### config.mk
export PLATFORM = sky130hd
export DESIGN_NAME = fifo_bit_serializer
export DESIGN_NICKNAME = d
export VERILOG_FILES = /design/src/rtl/fifo_ser_pkg.sv /design/src/rtl/ser_bit_timer.sv /design/src/rtl/fifo_bit_serializer.sv
export SDC_FILE = /design/constraint.sdc
export NUM_CORES = 1
export LEC_CHECK = 0
export ABC_AREA = 1
export CORE_MARGIN = 2
export CORE_UTILIZATION = 50
export DETAILED_ROUTE_END_ITERATION = 16
export GPL_ROUTABILITY_DRIVEN = 0
export GPL_TIMING_DRIVEN = 0
export PLACE_DENSITY = 0.78
export SLEW_MARGIN = 20
export SYNTH_ARGS = -nofsm -noshare
export SYNTH_HDL_FRONTEND = slang
export SYNTH_SLANG_ARGS = --single-unit
### constraint.sdc
create_clock -name clock_i -period 1.7 [get_ports clock_i]
set_input_delay 0.51 -clock clock_i [delete_from_list [all_inputs] [get_ports clock_i]]
set_output_delay 0.51 -clock clock_i [all_outputs]
set_load 0.02 [all_outputs]
### src/rtl/fifo_ser_pkg.sv
// Shared types and defaults for the FIFO bit serializer.
// Latency: n/a (declarations only).
// Backpressure: n/a (declarations only).
package fifo_ser_pkg;

  localparam int DATA_WIDTH_DEF = 8;
  localparam int BIT_PERIOD_DEF = 4;

  // Serializer control states
  typedef enum logic [1:0] {
    IDLE  = 2'd0,
    FETCH = 2'd1,
    LOAD  = 2'd2,
    SHIFT = 2'd3
  } ser_state_e;

endpackage

### src/rtl/ser_bit_timer.sv
// Bit period timer: counts 0..BIT_PERIOD-1 while run is high, flags the final cycle.
// Latency: bit_done_o is combinational from the count and run_i (run_i is state-decoded upstream).
// Backpressure: none; clear_i has priority over run_i and restarts the period at zero.
module ser_bit_timer
  import fifo_ser_pkg::*;
#(
  parameter int BIT_PERIOD = BIT_PERIOD_DEF
) (
  input  logic clock_i,
  input  logic reset_i,
  input  logic clear_i,
  input  logic run_i,
  output logic bit_done_o
);

  localparam int CW = (BIT_PERIOD > 1) ? $clog2(BIT_PERIOD) : 1;
  localparam logic [CW-1:0] LAST_CNT = CW'(BIT_PERIOD - 1);

  logic [CW-1:0] count_q;
  logic [CW-1:0] count_d;

  // Next count: clear wins, otherwise advance and wrap at the end of each bit
  always_comb begin
    count_d = count_q;
    if (clear_i) begin
      count_d = '0;
    end else if (run_i) begin
      count_d = (count_q == LAST_CNT) ? '0 : count_q + CW'(1);
    end
  end

  // Period counter register
  always_ff @(posedge clock_i) begin
    if (reset_i) begin
      count_q <= '0;
    end else begin
      count_q <= count_d;
    end
  end

  assign bit_done_o = run_i && (count_q == LAST_CNT);

endmodule

### src/rtl/fifo_bit_serializer.sv
// Pops bytes from a registered-read FIFO and shifts them out MSB-first, BIT_PERIOD clocks per bit.
// Latency: start condition at cycle t -> rd_en at t+1, load at t+2, first tx_valid at t+3.
// Backpressure: never reads an empty FIFO; enable only gates new bytes at byte boundaries.
module fifo_bit_serializer
  import fifo_ser_pkg::*;
#(
  parameter int DATA_WIDTH  = DATA_WIDTH_DEF,
  parameter int BIT_PERIOD  = BIT_PERIOD_DEF,
  parameter int COUNT_WIDTH = 16
) (
  input  logic                   clock_i,
  input  logic                   reset_i,
  input  logic                   enable_i,
  input  logic                   fifo_empty_i,
  input  logic [DATA_WIDTH-1:0]  fifo_data_i,
  output logic                   fifo_rd_en_o,
  output logic                   tx_bit_o,
  output logic                   tx_valid_o,
  output logic                   tx_first_o,
  output logic                   tx_last_o,
  output logic                   busy_o,
  output logic [COUNT_WIDTH-1:0] bytes_sent_o
);

  localparam int IW = (DATA_WIDTH > 1) ? $clog2(DATA_WIDTH) : 1;
  localparam logic [IW-1:0] LAST_IDX = IW'(DATA_WIDTH - 1);

  ser_state_e             state_q, state_d;
  logic [DATA_WIDTH-1:0]  shift_q, shift_d;
  logic [IW-1:0]          idx_q, idx_d;
  logic [COUNT_WIDTH-1:0] sent_q, sent_d;

  logic start_ok;
  logic shifting;
  logic bit_done;

  // A new byte may only be requested when allowed and data is actually present
  assign start_ok = enable_i && !fifo_empty_i;
  assign shifting = (state_q == SHIFT);

  ser_bit_timer #(
    .BIT_PERIOD(BIT_PERIOD)
  ) u_timer (
    .clock_i   (clock_i),
    .reset_i   (reset_i),
    .clear_i   (state_q == LOAD),
    .run_i     (shifting),
    .bit_done_o(bit_done)
  );

  // Control FSM plus shift register, bit index and byte counter next-state
  always_comb begin
    state_d = state_q;
    shift_d = shift_q;
    idx_d   = idx_q;
    sent_d  = sent_q;
    case (state_q)
      IDLE: begin
        if (start_ok) state_d = FETCH;
      end
      FETCH: begin
        // Read strobe is out this cycle; data arrives next cycle
        state_d = LOAD;
      end
      LOAD: begin
        shift_d = fifo_data_i;
        idx_d   = '0;
        state_d = SHIFT;
      end
      SHIFT: begin
        if (bit_done) begin
          shift_d = shift_q << 1;
          if (idx_q == LAST_IDX) begin
            idx_d   = '0;
            sent_d  = sent_q + COUNT_WIDTH'(1);
            state_d = start_ok ? FETCH : IDLE;
          end else begin
            idx_d = idx_q + IW'(1);
          end
        end
      end
      default: state_d = IDLE;
    endcase
  end

  // State registers; reset drops any partially sent byte
  always_ff @(posedge clock_i) begin
    if (reset_i) begin
      state_q <= IDLE;
      shift_q <= '0;
      idx_q   <= '0;
      sent_q  <= '0;
    end else begin
      state_q <= state_d;
      shift_q <= shift_d;
      idx_q   <= idx_d;
      sent_q  <= sent_d;
    end
  end

  assign fifo_rd_en_o = (state_q == FETCH);
  assign tx_valid_o   = shifting;
  assign tx_bit_o     = shifting && shift_q[DATA_WIDTH-1];
  assign tx_first_o   = shifting && (idx_q == '0);
  assign tx_last_o    = shifting && (idx_q == LAST_IDX);
  assign busy_o       = (state_q != IDLE);
  assign bytes_sent_o = sent_q;

endmodule

Fig. 1: clock distribution
Bar = 20 um.
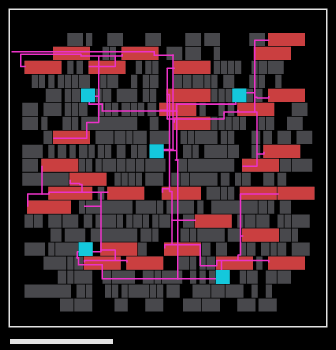
[red] flip-flops | count: 31
[magenta] clock wires | length: 432 um
[cyan] cells driving clock nets | count: 5
routed clock nets: 6

Fig. 2: sequential cells grouped by signal name
Bar = 20 um.
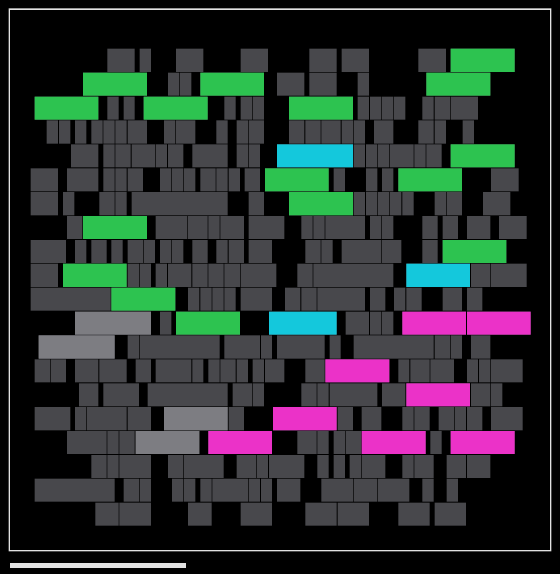
[cyan] `idx_q` | placed flops: 3
[green] `bytes_sent_o` | placed flops: 16
[magenta] `shift_q` | placed flops: 8
not coloured: 4
core occupancy in the finished layout: 74.1%
sequential standard cell area: 633 um^2

Fig. 3: clock routing
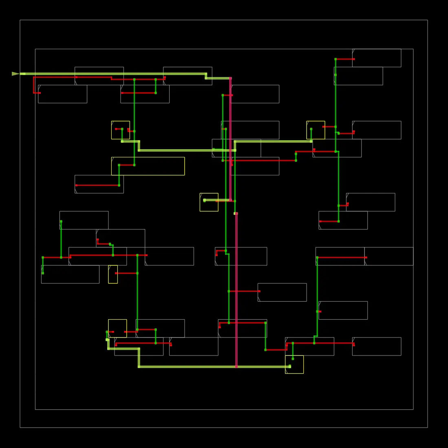
number of CTS-inserted buffers: 5
Seq cells: 31

==> results.txt <==
Update from the flow run.

The maximum number of pins on one net before global-route repair is 11. The cell area after layout is 0.00230 mm^2. The non-filler instance count after layout is 328. The synthesized netlist devotes 12.7% of its cell area to compound gates. According to the floorplan log, the row count is 20. The final net count is 307. The flow measured a signed area growth from synthesis to layout of 39.1%. The power per cell area is 904 mW/mm^2. The power group with the largest share is registers. The detail route stage leaves a number of antenna-violating nets equal to 0. After detailed routing, the met2 layer carries 1890 um of wire.

In this run the count of I/O pins placed on the die edge is 34. The script extracted a net switching power of 648 uW. The checks that failed: setup timing. The post-place instance area is 0.00205 mm^2. For the clock group, total power comes out at 559 uW. The sequential group share of total power is 42.9%. The analysis reports a worst IR drop on VDD of 0.913 mV. The main kind of combinational logic by area is simple AND/OR/NAND/NOR gates. The number of cells produced by synthesis is 234. The number of different library cells used by synthesis comes to 25.

Endpoints failing hold in the final report were tallied at 0. Of the post-synthesis cell area, the dominant cell type holds 37.5%. Of the synthesized area, sequential elements account for 37.5%. Yosys attributes the largest share of cell area to sky130_fd_sc_hd__dfxtp_1 38%, sky130_fd_sc_hd__nand2_1 12%, sky130_fd_sc_hd__inv_1 8.4%.

In the per-layer breakdown of the detailed-route log, met1 shows 1740 um. The count of final setup violators is 2. The well tap count is 44. The vertical die dimension reported for this design is 61.5 um. The final layout report lists a non-clock buffer count of 47.

In the routed design, unresolved DRC markers number 0. The vias per cell is 5.03. Summed over all cells, the static leakage comes to 0.00103 uW. Per the post-synthesis report, the nets total 257.

The mean instance size in the synthesized netlist is 7.06 um^2. Along the worst path, the maximum fanout reaches 6. Leaving out buffers and inverters, the combinational logic in the layout accounts for 953 um^2. The total power consumption of the routed design is 2080 uW. The share of layout cells above drive strength 1 is 20.1%. The post-layout worst setup margin is -0.0562 ns. In this run, post-CTS hold repair placed 0 buffers. The biggest slice of the area belongs to logic gates. At the floorplan stage, the core utilization is reported as 53.3%. The accumulated negative setup slack is -0.109 ns. STA lists the startpoint of the worst hold path as u_timer.count_q[1]$_SDFFE_PP0N_.

Combinational logic burns 30.2% of the power. The biggest area contributor in the post-synthesis netlist is sky130_fd_sc_hd__dfxtp_1. The critical path class is register to output port. The initial antenna violation count is 0.

After legalization and detailed placement, the total HPWL measured 2530 um. Port buffering added 33 buffers. OpenROAD reports that the post-layout worst path occupies 103% of the period. The number of warnings reported in the stage logs is 34.

STA classifies the critical path endpoint as an output port. The top layer reached by signal wires is met4. The transition time recorded at the tightest slew-check pin is 0.576 ns.

The run finished, with violations left. The flip-flop count of the largest register after layout is 16. The simple-gate area share of the yosys netlist is 30.7%.
Fig. 4: wiring by layer
Bar = 20 um. Two of the layers only.
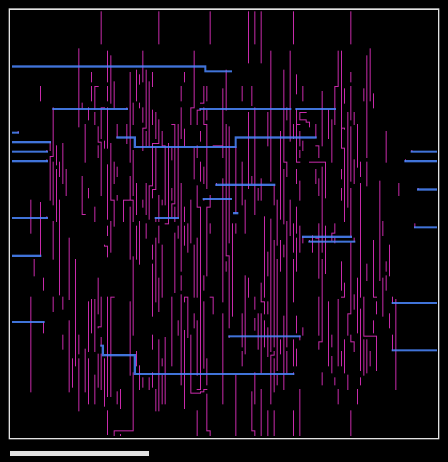
[magenta] met2 | wire length: 1890 um
[blue] met3 | wire length: 218 um
via count: 1650
total length of routed wires: 3890 um
total routing resource utilization after global routing: 23.3%
wire per inst: 11.9 um

Fig. 5: placement by cell class
Fill, decap, tap and diode cells in grey.
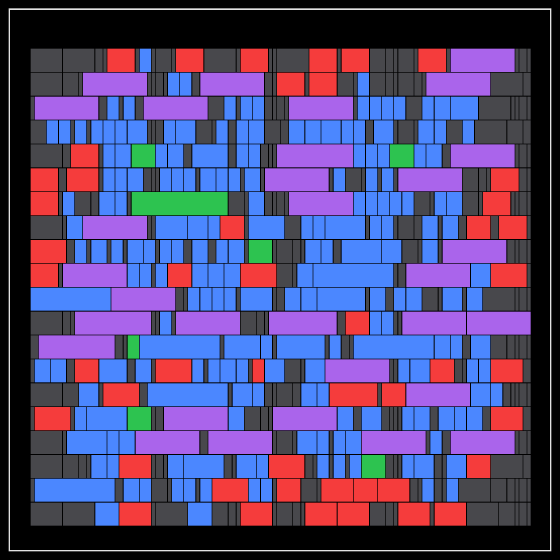
[green] clock drivers and dummy loads | cells: 7
[red] other buffers and delay cells | cells: 47
[purple] flip-flops | cells: 31
[blue] all other logic | cells: 199

[Yosys cell counts]
cell and count:
sky130_fd_sc_hd__nor3_2 1, sky130_fd_sc_hd__clkbuf_1 2, sky130_fd_sc_hd__nand3_1 14, sky130_fd_sc_hd__buf_6 1, sky130_fd_sc_hd__a211oi_1 1, sky130_fd_sc_hd__nor2_1 21, sky130_fd_sc_hd__inv_2 1, sky130_fd_sc_hd__ha_1 11
sky130_fd_sc_hd__a21oi_1 12, sky130_fd_sc_hd__inv_1 37, sky130_fd_sc_hd__buf_4 1, sky130_fd_sc_hd__o211ai_1 1, sky130_fd_sc_hd__o21ai_0 14, sky130_fd_sc_hd__nor3_1 9, sky130_fd_sc_hd__nor2_4 3, sky130_fd_sc_hd__or2_2 1
sky130_fd_sc_hd__a31oi_1 8, sky130_fd_sc_hd__nand4_1 3, sky130_fd_sc_hd__nand4_2 1, sky130_fd_sc_hd__xor2_1 1, sky130_fd_sc_hd__nor2_2 1, sky130_fd_sc_hd__dfxtp_1 31, sky130_fd_sc_hd__nand2_1 55, sky130_fd_sc_hd__a221oi_2 1
sky130_fd_sc_hd__nand2_2 3
[worst paths after layout]
| kind | end | slack [ns] | cells past startpoint |
|---|---|---|---|
| worst max-delay path | tx_first_o | -0.06 | 5 |
| worst min-delay path | u_timer.count_q[1]$_SDFFE_PP0N_ | 0.47 | 2 |
| worst max register to register | state_q[0]$_SDFFE_PP0P_ | 0.02 | 8 |
| worst min register to register | u_timer.count_q[1]$_SDFFE_PP0N_ | 0.47 | 2 |
[routing by layer]
| metal | up-vias | GRT usage (%) |
|---|---|---|
| met2 | 37 | 36.5 |
| met3 | 4 | 8.19 |
| li1 | 858 | - |
| met5 | - | 0 |
| met1 | 751 | 30.0 |
| met4 | 0 | 7.29 |
No activity file was given, so power comes from the tool's default toggle rates.
